==> config.mk <==
export PLATFORM = sky130hd
export DESIGN_NAME = pipe_controller
export DESIGN_NICKNAME = d
export VERILOG_FILES = /design/src/rtl/pipe_ctrl_pkg.sv /design/src/rtl/pipe_ctrl_dec.sv /design/src/rtl/pipe_controller.sv
export SDC_FILE = /design/constraint.sdc
export NUM_CORES = 1
export LEC_CHECK = 0
export ABC_AREA = 1
export CAP_MARGIN = 20
export CORE_ASPECT_RATIO = 1.5
export CORE_MARGIN = 5
export CORE_UTILIZATION = 49
export DETAILED_ROUTE_END_ITERATION = 16
export GPL_ROUTABILITY_DRIVEN = 0
export PLACE_DENSITY = 0.92
export SYNTH_ARGS = -nofsm -noshare
export SYNTH_HDL_FRONTEND = slang
export SYNTH_SLANG_ARGS = --single-unit
==> constraint.sdc <==
create_clock -name clk -period 3.3 [get_ports clk]
set_input_delay 0.495 -clock clk [delete_from_list [all_inputs] [get_ports clk]]
set_output_delay 0.495 -clock clk [all_outputs]
set_load 0.005 [all_outputs]
==> src/rtl/pipe_ctrl_pkg.sv <==
// Shared definitions for the pipelined control unit: opcode/funct encodings,
// ALU and HI/LO select encodings, the MDU sequencer state type, the E-stage
// control bundle and a helper that classifies unlisted instructions.
package pipe_ctrl_pkg;

    localparam int unsigned OP_W      = 6;
    localparam int unsigned FUNCT_W   = 6;
    localparam int unsigned ALU_ENC_W = 3;
    localparam int unsigned HILO_W    = 2;
    // Wide enough for MDU_LAT-1 with MDU_LAT up to 16
    localparam int unsigned MDU_CNT_W = 4;

    // Opcodes
    localparam logic [OP_W-1:0] OP_RTYPE = 6'b000000;
    localparam logic [OP_W-1:0] OP_LW    = 6'b100011;
    localparam logic [OP_W-1:0] OP_SW    = 6'b101011;
    localparam logic [OP_W-1:0] OP_BEQ   = 6'b000100;
    localparam logic [OP_W-1:0] OP_BNE   = 6'b000101;
    localparam logic [OP_W-1:0] OP_ADDI  = 6'b001000;
    localparam logic [OP_W-1:0] OP_ORI   = 6'b001101;
    localparam logic [OP_W-1:0] OP_SLTI  = 6'b001010;
    localparam logic [OP_W-1:0] OP_J     = 6'b000010;

    // R-type funct codes
    localparam logic [FUNCT_W-1:0] FN_ADD  = 6'b100000;
    localparam logic [FUNCT_W-1:0] FN_SUB  = 6'b100010;
    localparam logic [FUNCT_W-1:0] FN_AND  = 6'b100100;
    localparam logic [FUNCT_W-1:0] FN_OR   = 6'b100101;
    localparam logic [FUNCT_W-1:0] FN_SLT  = 6'b101010;
    localparam logic [FUNCT_W-1:0] FN_JR   = 6'b001000;
    localparam logic [FUNCT_W-1:0] FN_MULT = 6'b011000;
    localparam logic [FUNCT_W-1:0] FN_DIV  = 6'b011010;
    localparam logic [FUNCT_W-1:0] FN_MFHI = 6'b010000;
    localparam logic [FUNCT_W-1:0] FN_MFLO = 6'b010010;

    // ALU operation encodings
    localparam logic [ALU_ENC_W-1:0] ALU_AND = 3'b000;
    localparam logic [ALU_ENC_W-1:0] ALU_OR  = 3'b001;
    localparam logic [ALU_ENC_W-1:0] ALU_ADD = 3'b010;
    localparam logic [ALU_ENC_W-1:0] ALU_SUB = 3'b110;
    localparam logic [ALU_ENC_W-1:0] ALU_SLT = 3'b111;

    // HI/LO read select
    localparam logic [HILO_W-1:0] HILO_NONE = 2'b00;
    localparam logic [HILO_W-1:0] HILO_HI   = 2'b01;
    localparam logic [HILO_W-1:0] HILO_LO   = 2'b10;

    typedef enum logic {
        MDU_IDLE = 1'b0,
        MDU_BUSY = 1'b1
    } mdu_state_t;

    // Control bundle carried from Decode into the E register
    typedef struct packed {
        logic                  aluSrc;
        logic                  regDst;
        logic                  regWrite;
        logic                  memToReg;
        logic                  memWrite;
        logic [ALU_ENC_W-1:0]  aluCtl;
        logic                  isMdu;     // mult or div
        logic                  mduDiv;    // 1 = div, 0 = mult
        logic [HILO_W-1:0]     hiloSel;
    } ctrl_e_t;

    // True for any opcode or R-type funct outside the supported set
    function automatic logic isIllegal(input logic [OP_W-1:0] op,
                                       input logic [FUNCT_W-1:0] funct);
        logic ill;
        ill = 1'b0;
        case (op)
            OP_RTYPE: begin
                case (funct)
                    FN_ADD, FN_SUB, FN_AND, FN_OR, FN_SLT,
                    FN_JR, FN_MULT, FN_DIV, FN_MFHI, FN_MFLO: ill = 1'b0;
                    default:                                   ill = 1'b1;
                endcase
            end
            OP_LW, OP_SW, OP_BEQ, OP_BNE, OP_ADDI,
            OP_ORI, OP_SLTI, OP_J:                             ill = 1'b0;
            default:                                           ill = 1'b1;
        endcase
        return ill;
    endfunction

endpackage

==> src/rtl/pipe_ctrl_dec.sv <==
// Combinational Decode-stage control decoder.
// Ports:
//   opD, functD           : instruction opcode and funct in Decode
//   ctrlD                 : control bundle destined for the E register
//   branchD, bneD, jumpD,
//   jrD                   : control-flow flags consumed in Decode
// Unlisted opcodes/functs decode to an all-zero bundle (NOP).
module pipe_ctrl_dec
    import pipe_ctrl_pkg::*;
(
    input  logic [OP_W-1:0]    opD,
    input  logic [FUNCT_W-1:0] functD,
    output ctrl_e_t            ctrlD,
    output logic               branchD,
    output logic               bneD,
    output logic               jumpD,
    output logic               jrD
);

    // Main and ALU decode merged; every field defaults to zero first
    always_comb begin
        ctrlD   = '0;
        branchD = 1'b0;
        bneD    = 1'b0;
        jumpD   = 1'b0;
        jrD     = 1'b0;
        case (opD)
            OP_RTYPE: begin
                case (functD)
                    FN_ADD: begin
                        ctrlD.regWrite = 1'b1;
                        ctrlD.regDst   = 1'b1;
                        ctrlD.aluCtl   = ALU_ADD;
                    end
                    FN_SUB: begin
                        ctrlD.regWrite = 1'b1;
                        ctrlD.regDst   = 1'b1;
                        ctrlD.aluCtl   = ALU_SUB;
                    end
                    FN_AND: begin
                        ctrlD.regWrite = 1'b1;
                        ctrlD.regDst   = 1'b1;
                        ctrlD.aluCtl   = ALU_AND;
                    end
                    FN_OR: begin
                        ctrlD.regWrite = 1'b1;
                        ctrlD.regDst   = 1'b1;
                        ctrlD.aluCtl   = ALU_OR;
                    end
                    FN_SLT: begin
                        ctrlD.regWrite = 1'b1;
                        ctrlD.regDst   = 1'b1;
                        ctrlD.aluCtl   = ALU_SLT;
                    end
                    FN_JR: begin
                        jrD = 1'b1;
                    end
                    FN_MULT: begin
                        ctrlD.isMdu = 1'b1;
                    end
                    FN_DIV: begin
                        ctrlD.isMdu  = 1'b1;
                        ctrlD.mduDiv = 1'b1;
                    end
                    FN_MFHI: begin
                        ctrlD.regWrite = 1'b1;
                        ctrlD.regDst   = 1'b1;
                        ctrlD.hiloSel  = HILO_HI;
                    end
                    FN_MFLO: begin
                        ctrlD.regWrite = 1'b1;
                        ctrlD.regDst   = 1'b1;
                        ctrlD.hiloSel  = HILO_LO;
                    end
                    default: ;
                endcase
            end
            OP_LW: begin
                ctrlD.regWrite = 1'b1;
                ctrlD.aluSrc   = 1'b1;
                ctrlD.memToReg = 1'b1;
                ctrlD.aluCtl   = ALU_ADD;
            end
            OP_SW: begin
                ctrlD.aluSrc   = 1'b1;
                ctrlD.memWrite = 1'b1;
                ctrlD.aluCtl   = ALU_ADD;
            end
            OP_BEQ: begin
                branchD      = 1'b1;
                ctrlD.aluCtl = ALU_SUB;
            end
            OP_BNE: begin
                bneD         = 1'b1;
                ctrlD.aluCtl = ALU_SUB;
            end
            OP_ADDI: begin
                ctrlD.regWrite = 1'b1;
                ctrlD.aluSrc   = 1'b1;
                ctrlD.aluCtl   = ALU_ADD;
            end
            OP_ORI: begin
                ctrlD.regWrite = 1'b1;
                ctrlD.aluSrc   = 1'b1;
                ctrlD.aluCtl   = ALU_OR;
            end
            OP_SLTI: begin
                ctrlD.regWrite = 1'b1;
                ctrlD.aluSrc   = 1'b1;
                ctrlD.aluCtl   = ALU_SLT;
            end
            OP_J: begin
                jumpD = 1'b1;
            end
            default: ;
        endcase
    end

endmodule

==> src/rtl/pipe_controller.sv <==
// Pipelined control unit: Decode-stage decode, E/M/W control registers with
// per-register stall/flush, and a multiply/divide sequencer that stalls
// Decode while a HI/LO result is pending.
// Parameters: ALUCTL_W (alucontrolE width), MDU_LAT (busy cycles, 1..16).
// Ports:
//   clk, reset (async, active-low)
//   opD, functD, equalD         : Decode inputs
//   stallE, flushE, flushM      : hazard-unit controls
//   pcsrcD, branchD, bneD,
//   jumpD, jrD, mdu_stallD      : Decode outputs (combinational)
//   *E / *M / *W                : registered stage controls
//   mdu_startE, mdu_opE,
//   mdu_busy                    : MDU sequencer interface
// Build option CTRL_ILLEGAL_EN adds illegalD (combinational) and the sticky
// illegal_seen register.
module pipe_controller
    import pipe_ctrl_pkg::*;
#(
    parameter int unsigned ALUCTL_W = 3,
    parameter int unsigned MDU_LAT  = 4
)
(
    input  logic                clk,
    input  logic                reset,
    input  logic [OP_W-1:0]     opD,
    input  logic [FUNCT_W-1:0]  functD,
    input  logic                equalD,
    input  logic                stallE,
    input  logic                flushE,
    input  logic                flushM,
    output logic                pcsrcD,
    output logic                branchD,
    output logic                bneD,
    output logic                jumpD,
    output logic                jrD,
    output logic                mdu_stallD,
    output logic                alusrcE,
    output logic                regdstE,
    output logic                regwriteE,
    output logic                memtoregE,
    output logic [ALUCTL_W-1:0] alucontrolE,
    output logic                mdu_startE,
    output logic                mdu_opE,
    output logic                mdu_busy,
    output logic [HILO_W-1:0]   hiloselE,
    output logic                memwriteM,
    output logic                memtoregM,
    output logic                regwriteM,
    output logic                memtoregW,
    output logic                regwriteW
`ifdef CTRL_ILLEGAL_EN
    ,
    output logic                illegalD,
    output logic                illegal_seen
`endif
);

    ctrl_e_t                ctrlD;
    ctrl_e_t                ctrlE;
    mdu_state_t             mduState;
    logic [MDU_CNT_W-1:0]   mduCnt;
    logic                   mduRelD;

    pipe_ctrl_dec uDec (
        .opD     (opD),
        .functD  (functD),
        .ctrlD   (ctrlD),
        .branchD (branchD),
        .bneD    (bneD),
        .jumpD   (jumpD),
        .jrD     (jrD)
    );

    assign pcsrcD = (branchD & equalD) | (bneD & ~equalD);

    // E register: flush beats stall
    always_ff @(posedge clk or negedge reset) begin
        if (!reset) begin
            ctrlE <= '0;
        end else if (flushE) begin
            ctrlE <= '0;
        end else if (!stallE) begin
            ctrlE <= ctrlD;
        end
    end

    // M register: a held E stage must not be duplicated into M, so insert a bubble
    always_ff @(posedge clk or negedge reset) begin
        if (!reset) begin
            memwriteM <= 1'b0;
            memtoregM <= 1'b0;
            regwriteM <= 1'b0;
        end else if (flushM || stallE) begin
            memwriteM <= 1'b0;
            memtoregM <= 1'b0;
            regwriteM <= 1'b0;
        end else begin
            memwriteM <= ctrlE.memWrite;
            memtoregM <= ctrlE.memToReg;
            regwriteM <= ctrlE.regWrite;
        end
    end

    // W register
    always_ff @(posedge clk or negedge reset) begin
        if (!reset) begin
            memtoregW <= 1'b0;
            regwriteW <= 1'b0;
        end else begin
            memtoregW <= memtoregM;
            regwriteW <= regwriteM;
        end
    end

    assign alusrcE     = ctrlE.aluSrc;
    assign regdstE     = ctrlE.regDst;
    assign regwriteE   = ctrlE.regWrite;
    assign memtoregE   = ctrlE.memToReg;
    assign alucontrolE = ALUCTL_W'(ctrlE.aluCtl);
    assign hiloselE    = ctrlE.hiloSel;
    assign mdu_opE     = ctrlE.mduDiv;

    // Start only when the op actually leaves E this cycle and the unit is free;
    // an op arriving in E while BUSY is ignored rather than restarting
    assign mdu_startE = ctrlE.isMdu & (mduState == MDU_IDLE) & ~stallE & ~flushE;
    assign mdu_busy   = (mduState == MDU_BUSY);

    // MDU sequencer: MDU_LAT busy cycles, counting MDU_LAT-1 down to 0
    always_ff @(posedge clk or negedge reset) begin
        if (!reset) begin
            mduState <= MDU_IDLE;
            mduCnt   <= '0;
        end else begin
            case (mduState)
                MDU_IDLE: begin
                    if (mdu_startE) begin
                        mduState <= MDU_BUSY;
                        mduCnt   <= MDU_CNT_W'(MDU_LAT - 1);
                    end
                end
                MDU_BUSY: begin
                    if (mduCnt == '0) begin
                        mduState <= MDU_IDLE;
                    end else begin
                        mduCnt <= mduCnt - MDU_CNT_W'(1);
                    end
                end
                default: begin
                    mduState <= MDU_IDLE;
                    mduCnt   <= '0;
                end
            endcase
        end
    end

    // Any instruction touching the MDU or HI/LO waits for a pending result
    assign mduRelD    = ctrlD.isMdu | (ctrlD.hiloSel != HILO_NONE);
    assign mdu_stallD = mduRelD & (mdu_busy | ctrlE.isMdu);

`ifdef CTRL_ILLEGAL_EN
    assign illegalD = isIllegal(opD, functD);

    // Sticky flag; a flushed (squashed) Decode slot does not count
    always_ff @(posedge clk or negedge reset) begin
        if (!reset) begin
            illegal_seen <= 1'b0;
        end else if (illegalD && !flushE) begin
            illegal_seen <= 1'b1;
        end
    end
`endif

endmodule

### Cell placement

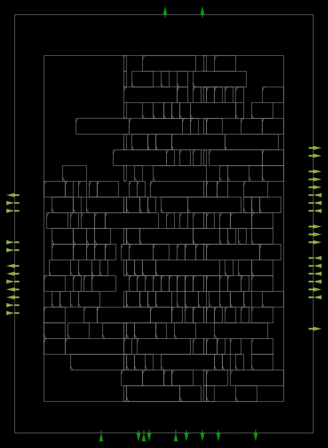
area of the core region: 0.002477 mm^2
proportion of cell area occupied by registers: 0.3172

### Sequential cells grouped by signal name

Bar = 20 um. Other sequential cells in the stronger grey, the rest of the logic in the fainter grey.
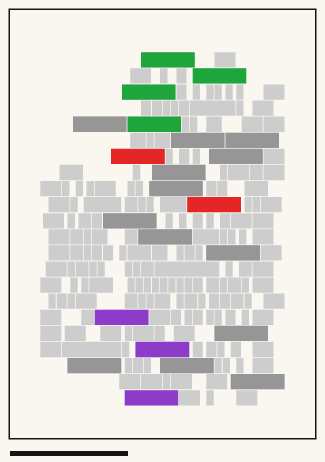
purple -> `alucontrolE`  # sequential cells 3
green -> `mduCnt`  # sequential cells 4, where north
red -> `ctrlE`  # sequential cells 2

path summary, 6_finish.rpt:
check                                 startpoint                     to  depth (start not counted)
setup / recovery                          opD[2]                    jrD                          5
hold / removal               memtoregM$_DFF_PN0_    memtoregW$_DFF_PN0_                          0
setup reg to reg           mduCnt[0]$_DFFE_PN0P_  mduCnt[3]$_DFFE_PN0P_                          6
hold reg to reg              memtoregM$_DFF_PN0_    memtoregW$_DFF_PN0_                          0
max in group asynchronous                  reset     mdu_busy$_DFF_PN0_                          2
min in group asynchronous                  reset    regdstE$_DFFE_PN0P_                          1
state kept, by name, summed over array words and instances (netlist names):
| signal | count |
|---|---|
| alucontrolE | 3 |
| alusrcE | 1 |
| ctrlE | 2 |
| hiloselE | 2 |
| mduCnt | 4 |
| mdu_busy | 1 |
| mdu_opE | 1 |
| memtoregE | 1 |
| memtoregM | 1 |
| memtoregW | 1 |
| memwriteM | 1 |
| regdstE | 1 |
| regwriteE | 1 |
| regwriteM | 1 |
| regwriteW | 1 |
synthesized netlist by cell type, drive strengths merged (2+ instances only):
cell and number:
a21oi 2, buf 6, dfrtp 22, inv 28, nand2 36, nand3 18, nand4 4, nor2 21
nor3 2, nor4 3, o21ai 8, o22ai 2
per-layer routing:
metal	track usage	vias up	wire length, um
met4	0.1108	0	74
met2	0.3173	55	1632
met5	0	-	0
met1	0.1841	563	1195
li1	-	587	-
met3	0.02259	4	219
kinds of logic (layout without fill, tap and decap cells):
family / after synthesis / in the layout
adders and majority gates: 1 / 1
AOI/OAI and AO/OA: 15 / 15
and+or+nand+nor: 88 / 88
buffers and inverters: 34 / 73
DFF: 22 / 22
cell type report:
type,count,area share
multi-input combinational,104,0.3280
sequential,22,0.3172
timing repair buffer,41,0.2466
inverter,28,0.06056
clock inverter,1,0.01730
tap,24,0.01730
clock buffer,3,0.01298
==> flow_results.xml <==
<?xml version="1.0" encoding="UTF-8"?>
<metrics>
  <group name="floorplan">
    <metric name="die_h" unit="um">72.35</metric>
    <metric name="core_util_floorplan" unit="">0.5126</metric>
    <metric name="die_area" unit="mm^2">0.003731</metric>
    <metric name="std_cell_rows" unit="">22</metric>
    <metric name="chipWidth" unit="um">51.57</metric>
    <metric name="top_level_ports" unit="">41</metric>
  </group>
  <group name="clock_network">
    <metric name="clock_path_buffers" unit="">2</metric>
    <metric name="cts-resized-gates" unit="">0</metric>
    <metric name="cts.root.buffer_cell" unit="">sky130_fd_sc_hd__clkbuf_4</metric>
    <metric name="cts_max_level" unit="">1</metric>
    <metric name="clkSlewWorstSetupHoldPaths" unit="ps">130</metric>
    <metric name="clock_insertion_delay_worst_skew" unit="ps">310</metric>
    <metric name="clock_sinks" unit="">22</metric>
    <metric name="cts-hold-fix-buffers" unit="">0</metric>
    <metric name="cts_made_buffers" unit="">3</metric>
    <metric name="tritoncts" unit="">done</metric>
    <metric name="postCtsSetupRepairBufs" unit="">0</metric>
  </group>
  <group name="setup_path">
    <metric name="critical_path.slowest_cell" unit="">sky130_fd_sc_hd__clkdlybuf4s50_1</metric>
    <metric name="timing.critical_path.mode_cell" unit="">sky130_fd_sc_hd__clkdlybuf4s50_1</metric>
    <metric name="cp_data_required_time" unit="ps">2800</metric>
    <metric name="cp_max_fo" unit="">5</metric>
    <metric name="critical-path-top-delay-family" unit="">buffers and inverters</metric>
    <metric name="setup.worst_path.class" unit="">in -&gt; out</metric>
    <metric name="critPathMaxStageDelay" unit="ps">550</metric>
    <metric name="worstSetupEndpointType" unit="">output port</metric>
    <metric name="worst_setup_path_start_kind" unit="">primary input</metric>
    <metric name="cp.arrival" unit="ps">2170</metric>
    <metric name="worst-path-buf-inv" unit="">2</metric>
    <metric name="crit_path_cell_trace" unit="">clkdlybuf4s50_1, nor2_4, nand3_4, nor4_1, clkdlybuf4s50_1</metric>
    <metric name="reg2reg_slack" unit="ps">1950</metric>
  </group>
  <group name="logic_synthesis">
    <metric name="synth_stat.cells" unit="">160</metric>
    <metric name="synthesis.area" unit="mm^2">0.001270</metric>
    <metric name="post-synth-top-area-fraction" unit="">0.4335</metric>
    <metric name="post_synth_mux_area_share" unit="">0</metric>
    <metric name="top_comb_family_area" unit="">simple AND/OR/NAND/NOR gates</metric>
    <metric name="synth_chip_area" unit="mm^2">0.001270</metric>
    <metric name="syn_inst_count" unit="">160</metric>
    <metric name="seq_area_frac_synth" unit="">0.4335</metric>
    <metric name="yosys.cell_types.count" unit="">27</metric>
    <metric name="post-synth-top-area-cell" unit="">sky130_fd_sc_hd__dfrtp_1</metric>
    <metric name="edf_count" unit="">0</metric>
    <metric name="synth.avg_cell_area" unit="um^2">7.937</metric>
    <metric name="ys_sh_aoi" unit="">0.08177</metric>
    <metric name="synth.area.top_cells" unit="">sky130_fd_sc_hd__dfrtp_1 43%, sky130_fd_sc_hd__nand2_1 10%, sky130_fd_sc_hd__inv_1 7.7%</metric>
    <metric name="synthesis.nets" unit="">179</metric>
    <metric name="simple_gate_share" unit="">0.3567</metric>
    <metric name="number_of_storage_elements_in_the_synthesis_netlist" unit="">22</metric>
    <metric name="ys_dominant_reg_cell" unit="">sky130_fd_sc_hd__dfrtp_1</metric>
    <metric name="ys_async_sr_fraction" unit="">1.000</metric>
    <metric name="synth_warnings" unit="">0</metric>
    <metric name="synthXorXnorAreaFrac" unit="">0</metric>
    <metric name="synth.cellmix.adderShare" unit="">0.009852</metric>
  </group>
  <group name="layout">
    <metric name="insertedDiodeCount" unit="">0</metric>
    <metric name="final_cell_count_no_fill" unit="">223</metric>
    <metric name="finish.utilization" unit="">0.7005</metric>
    <metric name="layout.area.comb" unit="um^2">569.3</metric>
    <metric name="layout_top_cell_excl_fill_tap" unit="">sky130_fd_sc_hd__clkdlybuf4s50_1</metric>
    <metric name="layout-drive-gt1-share" unit="">0.1106</metric>
    <metric name="final-seq-area" unit="um^2">550.5</metric>
    <metric name="finalInstanceArea" unit="mm^2">0.001735</metric>
    <metric name="finalNetCount" unit="">219</metric>
    <metric name="area.growth.synth_to_final" unit="%">36.65</metric>
    <metric name="mostFrequentLayoutCells" unit="">40 x sky130_fd_sc_hd__clkdlybuf4s50_1, 34 x sky130_fd_sc_hd__nand2_1, 26 x sky130_fd_sc_hd__inv_1</metric>
    <metric name="layout.filler_cells" unit="">185</metric>
  </group>
  <group name="route">
    <metric name="detail_route.drc_violations" unit="">0</metric>
    <metric name="drt-total-wl" unit="um">3121</metric>
    <metric name="drt.antenna.violating_nets" unit="">0</metric>
    <metric name="route.detailed.vias_per_inst" unit="">5.422</metric>
    <metric name="drt_pre_antenna_iters" unit="">4</metric>
    <metric name="avgRoutedWirePerCell" unit="um">14.00</metric>
    <metric name="drt-initial-drc-count" unit="">42</metric>
    <metric name="route.vias.total" unit="">1209</metric>
  </group>
  <group name="placed_design">
    <metric name="preCtsSetupSlack" unit="ps">633.3</metric>
    <metric name="placed_area" unit="mm^2">0.001655</metric>
    <metric name="port-buffer-count" unit="">40</metric>
    <metric name="numPlacedInstances" unit="">218</metric>
    <metric name="half_perimeter_wire_length_after_placement" unit="um">2352</metric>
  </group>
  <group name="final_timing">
    <metric name="clock.fmax" unit="MHz">374.7</metric>
    <metric name="final_worst_setup_slack" unit="ps">630.9</metric>
    <metric name="hold_viol" unit="">0</metric>
    <metric name="max_slew_violation_total_from_the_final_report" unit="">0</metric>
    <metric name="finalClockSkew" unit="ps">1.790</metric>
    <metric name="slew_headroom" unit="">0.5014</metric>
    <metric name="fin_setup_tns" unit="ps">0</metric>
    <metric name="final_period_util" unit="">0.8088</metric>
    <metric name="finalCriticalPeriod" unit="ps">2669</metric>
    <metric name="tightest_slew" unit="ps">745.1</metric>
    <metric name="worst_hold_check_slack" unit="ps">392.3</metric>
    <metric name="timing.final.setup_violations" unit="">0</metric>
    <metric name="grt_setup_unrepaired" unit="">no</metric>
  </group>
  <group name="job">
    <metric name="openroad.warnings" unit="">26</metric>
    <metric name="maxCapViolCount" unit="">0</metric>
  </group>
  <group name="power_and_ir_drop">
    <metric name="power.static_leakage" unit="nW">0.8502</metric>
    <metric name="pwr.group.combinational" unit="uW">71.4</metric>
    <metric name="power_density" unit="mW/mm^2">318.3</metric>
    <metric name="power-top-group" unit="">registers</metric>
    <metric name="p_seq_frac" unit="">0.491</metric>
    <metric name="power_report.internal_total" unit="uW">425.8</metric>
    <metric name="combPwrFrac" unit="">0.129</metric>
    <metric name="p_clk" unit="uW">210</metric>
    <metric name="power.switching" unit="uW">126.5</metric>
    <metric name="pwr.group.sequential" unit="uW">271</metric>
    <metric name="swShare" unit="">0.2290</metric>
    <metric name="vdd.ir_drop.worst" unit="mV">0.2710</metric>
    <metric name="p_clk_frac" unit="">0.380</metric>
    <metric name="power.total" unit="uW">552.3</metric>
  </group>
  <group name="global_route">
    <metric name="grt_start_max_net_pins" unit="">23</metric>
    <metric name="globalRoute.totalOverflow" unit="">0</metric>
    <metric name="grt_first_pass_wirelength" unit="um">4981</metric>
    <metric name="grt_pass1_vias" unit="">1204</metric>
    <metric name="initial_antenna_violation_count" unit="">0</metric>
    <metric name="grtUsageTotal" unit="">0.1748</metric>
  </group>
  <group name="status">
    <metric name="outcome" unit="">finished clean</metric>
  </group>
  <group name="min_path">
    <metric name="timing.hold.worst.class" unit="">reg -&gt; reg</metric>
  </group>
</metrics>
Power and IR drop assume default switching activity.
